## src/rtl/alu_arbiter.sv

```systemverilog
// Round-robin scheduler sharing one combinational ALU between two requesters.
// One operation in flight: IDLE accepts, EXEC drives the ALU, RESP holds the
// captured result until the consumer takes it.
module alu_arbiter #(
    parameter int WIDTH = 8,
    parameter int OPW   = 2
) (
    input  logic             clk,
    input  logic             reset,
    input  logic             req0_valid,
    output logic             req0_ready,
    input  logic [OPW-1:0]   req0_opcode,
    input  logic [WIDTH-1:0] req0_a,
    input  logic [WIDTH-1:0] req0_b,
    input  logic             req1_valid,
    output logic             req1_ready,
    input  logic [OPW-1:0]   req1_opcode,
    input  logic [WIDTH-1:0] req1_a,
    input  logic [WIDTH-1:0] req1_b,
    output logic             rsp_valid,
    input  logic             rsp_ready,
    output logic             rsp_id,
    output logic [WIDTH-1:0] rsp_result,
    output logic             rsp_zero,
    output logic [OPW-1:0]   alu_opcode,
    output logic [WIDTH-1:0] alu_dat_a,
    output logic [WIDTH-1:0] alu_dat_b,
    input  logic [WIDTH-1:0] alu_result,
    input  logic             alu_zero,
    output logic             busy
);

    typedef enum logic [1:0] {
        IDLE = 2'd0,
        EXEC = 2'd1,
        RESP = 2'd2
    } state_t;

    state_t           state;
    state_t           next_state;
    logic             last_grant;
    logic             pend_id;
    logic             grant_vld;
    logic             winner;
    logic             accept;
    logic [OPW-1:0]   op_q;
    logic [WIDTH-1:0] a_q;
    logic [WIDTH-1:0] b_q;

    // Arbitration: a lone requester wins; on a tie the one not served last wins
    always_comb begin
        grant_vld = req0_valid | req1_valid;
        if (req0_valid && req1_valid) begin
            winner = ~last_grant;
        end else begin
            winner = req1_valid;
        end
    end

    // Next-state and handshake decode; readies only ever asserted in IDLE
    always_comb begin
        next_state = state;
        req0_ready = 1'b0;
        req1_ready = 1'b0;
        accept     = 1'b0;
        case (state)
            IDLE: begin
                if (grant_vld) begin
                    req0_ready = ~winner;
                    req1_ready = winner;
                    accept     = 1'b1;
                    next_state = EXEC;
                end
            end
            EXEC: next_state = RESP;
            RESP: begin
                if (rsp_valid && rsp_ready) begin
                    next_state = IDLE;
                end
            end
            default: next_state = IDLE;
        endcase
    end

    // State register
    always_ff @(posedge clk or posedge reset) begin
        if (reset) begin
            state <= IDLE;
        end else begin
            state <= next_state;
        end
    end

    // Operand capture on accept; these registers drive the ALU until the next accept
    always_ff @(posedge clk or posedge reset) begin
        if (reset) begin
            op_q       <= '0;
            a_q        <= '0;
            b_q        <= '0;
            pend_id    <= 1'b0;
            last_grant <= 1'b1;
        end else if (accept) begin
            op_q       <= winner ? req1_opcode : req0_opcode;
            a_q        <= winner ? req1_a : req0_a;
            b_q        <= winner ? req1_b : req0_b;
            pend_id    <= winner;
            last_grant <= winner;
        end
    end

    // Response register: load at the end of EXEC, release on consumer handshake
    always_ff @(posedge clk or posedge reset) begin
        if (reset) begin
            rsp_valid  <= 1'b0;
            rsp_id     <= 1'b0;
            rsp_result <= '0;
            rsp_zero   <= 1'b0;
        end else if (state == EXEC) begin
            rsp_valid  <= 1'b1;
            rsp_id     <= pend_id;
            rsp_result <= alu_result;
            rsp_zero   <= alu_zero;
        end else if (state == RESP && rsp_valid && rsp_ready) begin
            rsp_valid  <= 1'b0;
        end
    end

    assign alu_opcode = op_q;
    assign alu_dat_a  = a_q;
    assign alu_dat_b  = b_q;
    assign busy       = (state != IDLE);

endmodule
```

## config.mk

```make
export PLATFORM = sky130hd
export DESIGN_NAME = alu_arbiter
export DESIGN_NICKNAME = d
export VERILOG_FILES = /design/src/rtl/alu_arbiter.sv
export SDC_FILE = /design/constraint.sdc
export NUM_CORES = 1
export LEC_CHECK = 0
export CAP_MARGIN = 5
export CORE_MARGIN = 3
export CORE_UTILIZATION = 39
export DETAILED_ROUTE_END_ITERATION = 10
export GPL_ROUTABILITY_DRIVEN = 0
export PLACE_DENSITY = 0.87
export SLEW_MARGIN = 20
export SYNTH_ARGS = -nofsm -noshare
export SYNTH_HDL_FRONTEND = slang
export SYNTH_SLANG_ARGS = --single-unit
```

## constraint.sdc

```tcl
create_clock -name clk -period 1.5 [get_ports clk]
set_input_delay 0.225 -clock clk [delete_from_list [all_inputs] [get_ports clk]]
set_output_delay 0.225 -clock clk [all_outputs]
set_load 0.005 [all_outputs]
```

==> reports/summary.txt, run 1 <==
result of the run: finished clean
Cell Area, Placed: 2480 µm²
leak pwr: 1.18 nW
number of vias per cell after detailed routing: 4.83
slowest CP cell: sky130_fd_sc_hd__dfrtp_1
total of buffers placed on input and output ports: 81
clock tree from TritonCTS: done
final period utilization: 96.5%
antenna violations before repair: 0
number of iterations in the first detailed-routing pass: 4
latest clock arrival within the worst-skew pair: 0.28 ns
number of antenna-violating nets in the routed design: 0
total standard cell area after synthesis: 1590 µm²
cell type with the largest total area: sky130_fd_sc_hd__dfrtp_1
power per standard cell area: 1780 nW/µm²
most frequently used cell type in the post-synthesis netlist: sky130_fd_sc_hd__inv_1
Flops after synth: 33
P&R area growth vs syn: 62.1%
CP Launch Point: state[1]$_DFFE_PP0P_
non-clock buffer count: 92
final period demand of the worst path: 1.45 ns
portion of total power attributed to combinational logic: 51.5%
reg2reg setup slack: 0.13 ns
portion of total power attributed to sequential cells: 34.9%
worst slack, placed: -0.247 ns
final total negative setup slack: 0 ns
max-slew violation count: 0
overall overflow remaining after global route: 0
crit path max fanout: 3
total of clock buffers placed in the layout: 6
Chip Height: 69.8 µm
number of remaining DRC errors: 0
relative contribution of the clock network to total power: 13.7%
invs w/o clock: 40
yosys stat chip area: 1590 µm²
Combinational Area: 553 µm²
[run 1: routing by layer]
metal | share of wire (%) | wire (µm) | track usage [%]
met1 | 39 | 1630 | 20.6
met2 | 54 | 2240 | 30.2
met3 | 6.4 | 266 | 5.65
met4 | 0.65 | 27 | 3.83
met5 | 0 | 0 | 0
[run 1: cell families (layout without fill, tap and decap cells)]
logic type	after synthesis	in the layout
and+or+nand+nor	11	11
AOI/OAI and AO/OA	40	40
buffers and inverters	47	140
DFF	33	33
muxes	10	10
[run 1: timing repair]
action                                  CTS  global route
buffers inserted                          2             0
pin swaps                                 1             1
hold buffers                              0             0
endpoints found under the setup margin    3             3
resized                                  10             4
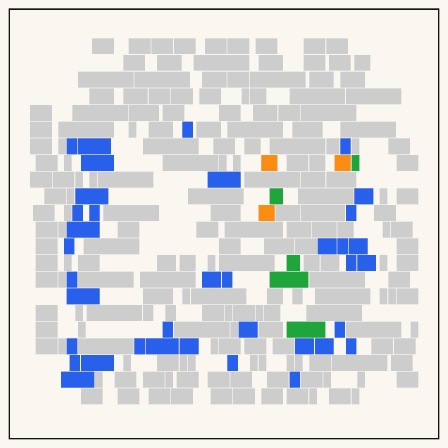
Run 1: selected gate families
orange -> non-inverting ao/oa cells  # cells 3
blue -> aoi and oai cells  # cells 37
green -> nand cells  # cells 5
multi-input gate share of total cell area: 21.5%
Layout Cells excl Fill: 282
most common library cell in the layout ignoring fill and taps: sky130_fd_sc_hd__clkdlybuf4s50_1

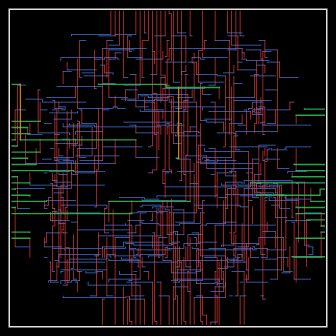
Run 1: routed metal, one color a layer
orange -> metal 4  # wire length 27.9 µm
blue -> metal 1  # wire length 1630 µm
green -> metal 3  # wire length 266 µm
red -> metal 2  # wire length 2240 µm
total vias in the final route: 1361
wire per inst: 14.8 µm

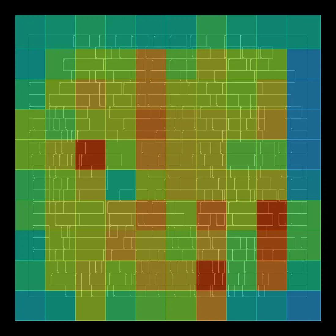
Run 1: routing congestion
GR Util met1: 20.6%
most heavily used metal layer in global routing: met2
final standard cell utilization of the core: 67.8%
global routing usage on met2: 30.2%

Run 1, cell density map:
7 x 7 tiles, from white (low) to dark blue (high), 0 to 100% covered.
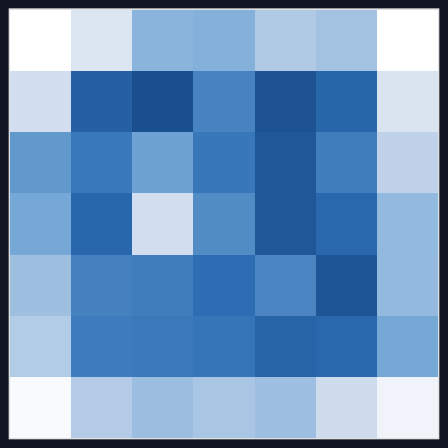

## Run 2: what changed since run 1
==> constraint.sdc (replaced) <==
create_clock -name clk -period 1.5 [get_ports clk]
set_input_delay 0.225 -clock clk [delete_from_list [all_inputs] [get_ports clk]]
set_output_delay 0.225 -clock clk [all_outputs]
set_load 0.01 [all_outputs]
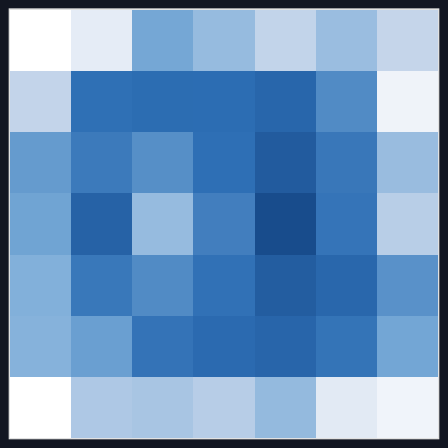
Run 2: cell density map
7 x 7 tiles, from white (low) to dark blue (high), 0 to 100% covered.
mean over tiles = 53%
nearly empty tiles = 4.1%
fullest tile = 89%
densest ninth of the die = center
final standard cell utilization of the core: 68.9%
placeable core region: 3800 µm²
FP Core Util: 41.8%

==> run 2 against run 1 <==
- total power up 9.9%
- critical path depth unchanged
- utilization rose by 1.1 points
- sequential cell count is the same
- global-route usage up 1.3 points
- design area grew 1.7%
- register-to-register slack got worse by 0.02 ns
- worst hold slack improved by 0.0069 ns
- clock skew is 0.0015 ns higher
==> reports/summary.txt, run 2 <==
number of cells produced by synthesis: 141
antenna violations before repair: 0
global-route met3 utilization: 6.23%
Top cell area share: 50.4%
total I/O pin count: 82
family with the most delay on the worst path: flip-flops
total wire length after detailed routing: 4280 µm
total of buffers placed on input and output ports: 81
latest clock arrival within the worst-skew pair: 0.28 ns
combinational-cell power consumption: 2.58 mW
internal power consumption: 3.37 mW
cell depth of the worst setup path: 5
wire per inst: 15.1 µm
setup fix buffers added after clock tree synthesis: 2
most frequently used cell type in the post-synthesis netlist: sky130_fd_sc_hd__inv_1
final period utilization: 96.8%
top layer in use: met4
top cells by area in the synthesized netlist: sky130_fd_sc_hd__dfrtp_1 (50%), sky130_fd_sc_hd__inv_1 (9.2%), sky130_fd_sc_hd__o221ai_2 (8.5%)
number of nets in the layout: 285
worst slack, placed: -0.276 ns
top cells by instance count after synthesis: sky130_fd_sc_hd__inv_1 (39), sky130_fd_sc_hd__dfrtp_1 (32), sky130_fd_sc_hd__o21ai_1 (18)
met1 wire length: 1670 µm
max-slew violation count: 0
FF-to-FF Start: state[1]$_DFFE_PP0P_
most used cells in the layout excluding fill and tap cells: sky130_fd_sc_hd__clkdlybuf4s50_1 (78), sky130_fd_sc_hd__inv_1 (37), sky130_fd_sc_hd__dfrtp_1 (32)
initial detailed-routing violation count: 117
number of antenna-violating nets in the routed design: 0
cell depth of the worst flop-to-flop path: 3
Final WS setup: 0.0480 ns
data arrival time of the critical path: 1.23 ns
final hold vios: 0
result of the run: finished clean
CP Class: register to output pin
HPWL after DPL: 3180 µm
total standard cell area after synthesis: 1590 µm²
relative contribution of the clock network to total power: 17.2%
clock tree from TritonCTS: done
total vias in the final route: 1377
clock-pin slew on the worst setup and hold paths: 0.07 ns
post-CTS sizing: 10
GR Util met1: 21.0%
predominant post-synthesis flop cell: sky130_fd_sc_hd__dfrtp_1
number of iterations in the first detailed-routing pass: 4
final period demand of the worst path: 1.45 ns
Ant. Diodes: 0
async set or reset register ratio after synthesis: 100%
portion of total power attributed to sequential cells: 31.6%
full die area: 4880 µm²
number of vias per cell after detailed routing: 4.85
TritonCTS buffer count: 5
Flops after synth: 33
cell type with the largest total area: sky130_fd_sc_hd__dfrtp_1
most heavily used metal layer in global routing: met2
CP Launch Point: state[1]$_DFFE_PP0P_
portion of total power attributed to combinational logic: 51.2%
most common library cell in the layout ignoring fill and taps: sky130_fd_sc_hd__clkdlybuf4s50_1
sequence of cells on the critical path: nor2_4 -> buf_4 -> nand3_2 -> inv_2 -> buf_6
worst vdd rail ir drop: 884 µV
yosys stat chip area: 1590 µm²
post-synth tally of flip-flops with integrated enable: 0
Critical Path Start Type: register
number of global-route vias before repair: 1519
crit path max fanout: 3
final total negative setup slack: 0 ns
power per standard cell area: 1930 nW/µm²
P&R area growth vs syn: 64.8%
number of remaining DRC errors: 0
global routing usage on met2: 34.1%
net switching power of the design: 1.67 mW
overall overflow remaining after global route: 0
sum of met2 wire segment lengths after detailed routing: 2340 µm
slowest CP cell: sky130_fd_sc_hd__dfrtp_1
hold bufs inserted after CTS: 0
reg2reg setup slack: 0.11 ns
leak pwr: 1.20 nW
number of different library cells in the post-synthesis netlist: 23
first-pass GRT wire length: 7210 µm
Chip Height: 69.8 µm
fraction of layout cells with a size suffix above 1: 21.6%
amount of wire on met3 after detailed routing: 257 µm
## run 2: cells by family (layout without fill, tap and decap cells)
group | count (synthesis) | in the layout | share of synthesized area, %
buf+inv | 47 | 142 | 13.8
compound gates | 40 | 40 | 20.9
flops | 33 | 33 | 52.0
simple gates | 11 | 11 | 6.22
mux | 10 | 10 | 7.09
## run 2: final cells by class
cell class	count	area, µm²	share of cell area, %
inverter	40	150	5.73
multi-input combinational	61	543	20.7
tap	48	60.1	2.29
clock buffer	7	86.3	3.30
clock inverter	1	30.0	1.15
timing repair buffer	94	922	35.2
sequential	33	827	31.6
## run 2: per-stage QoR
stage	hold WS, ns	area, µm²	instances
after global routing	0.254	2620	284
after floorplan	0.310	1590	141
final	0.255	2620	284
after detailed placement	0.480	2490	274
after CTS	0.246	2610	284
after global placement	0.474	2490	274
Power and IR drop assume default switching activity.
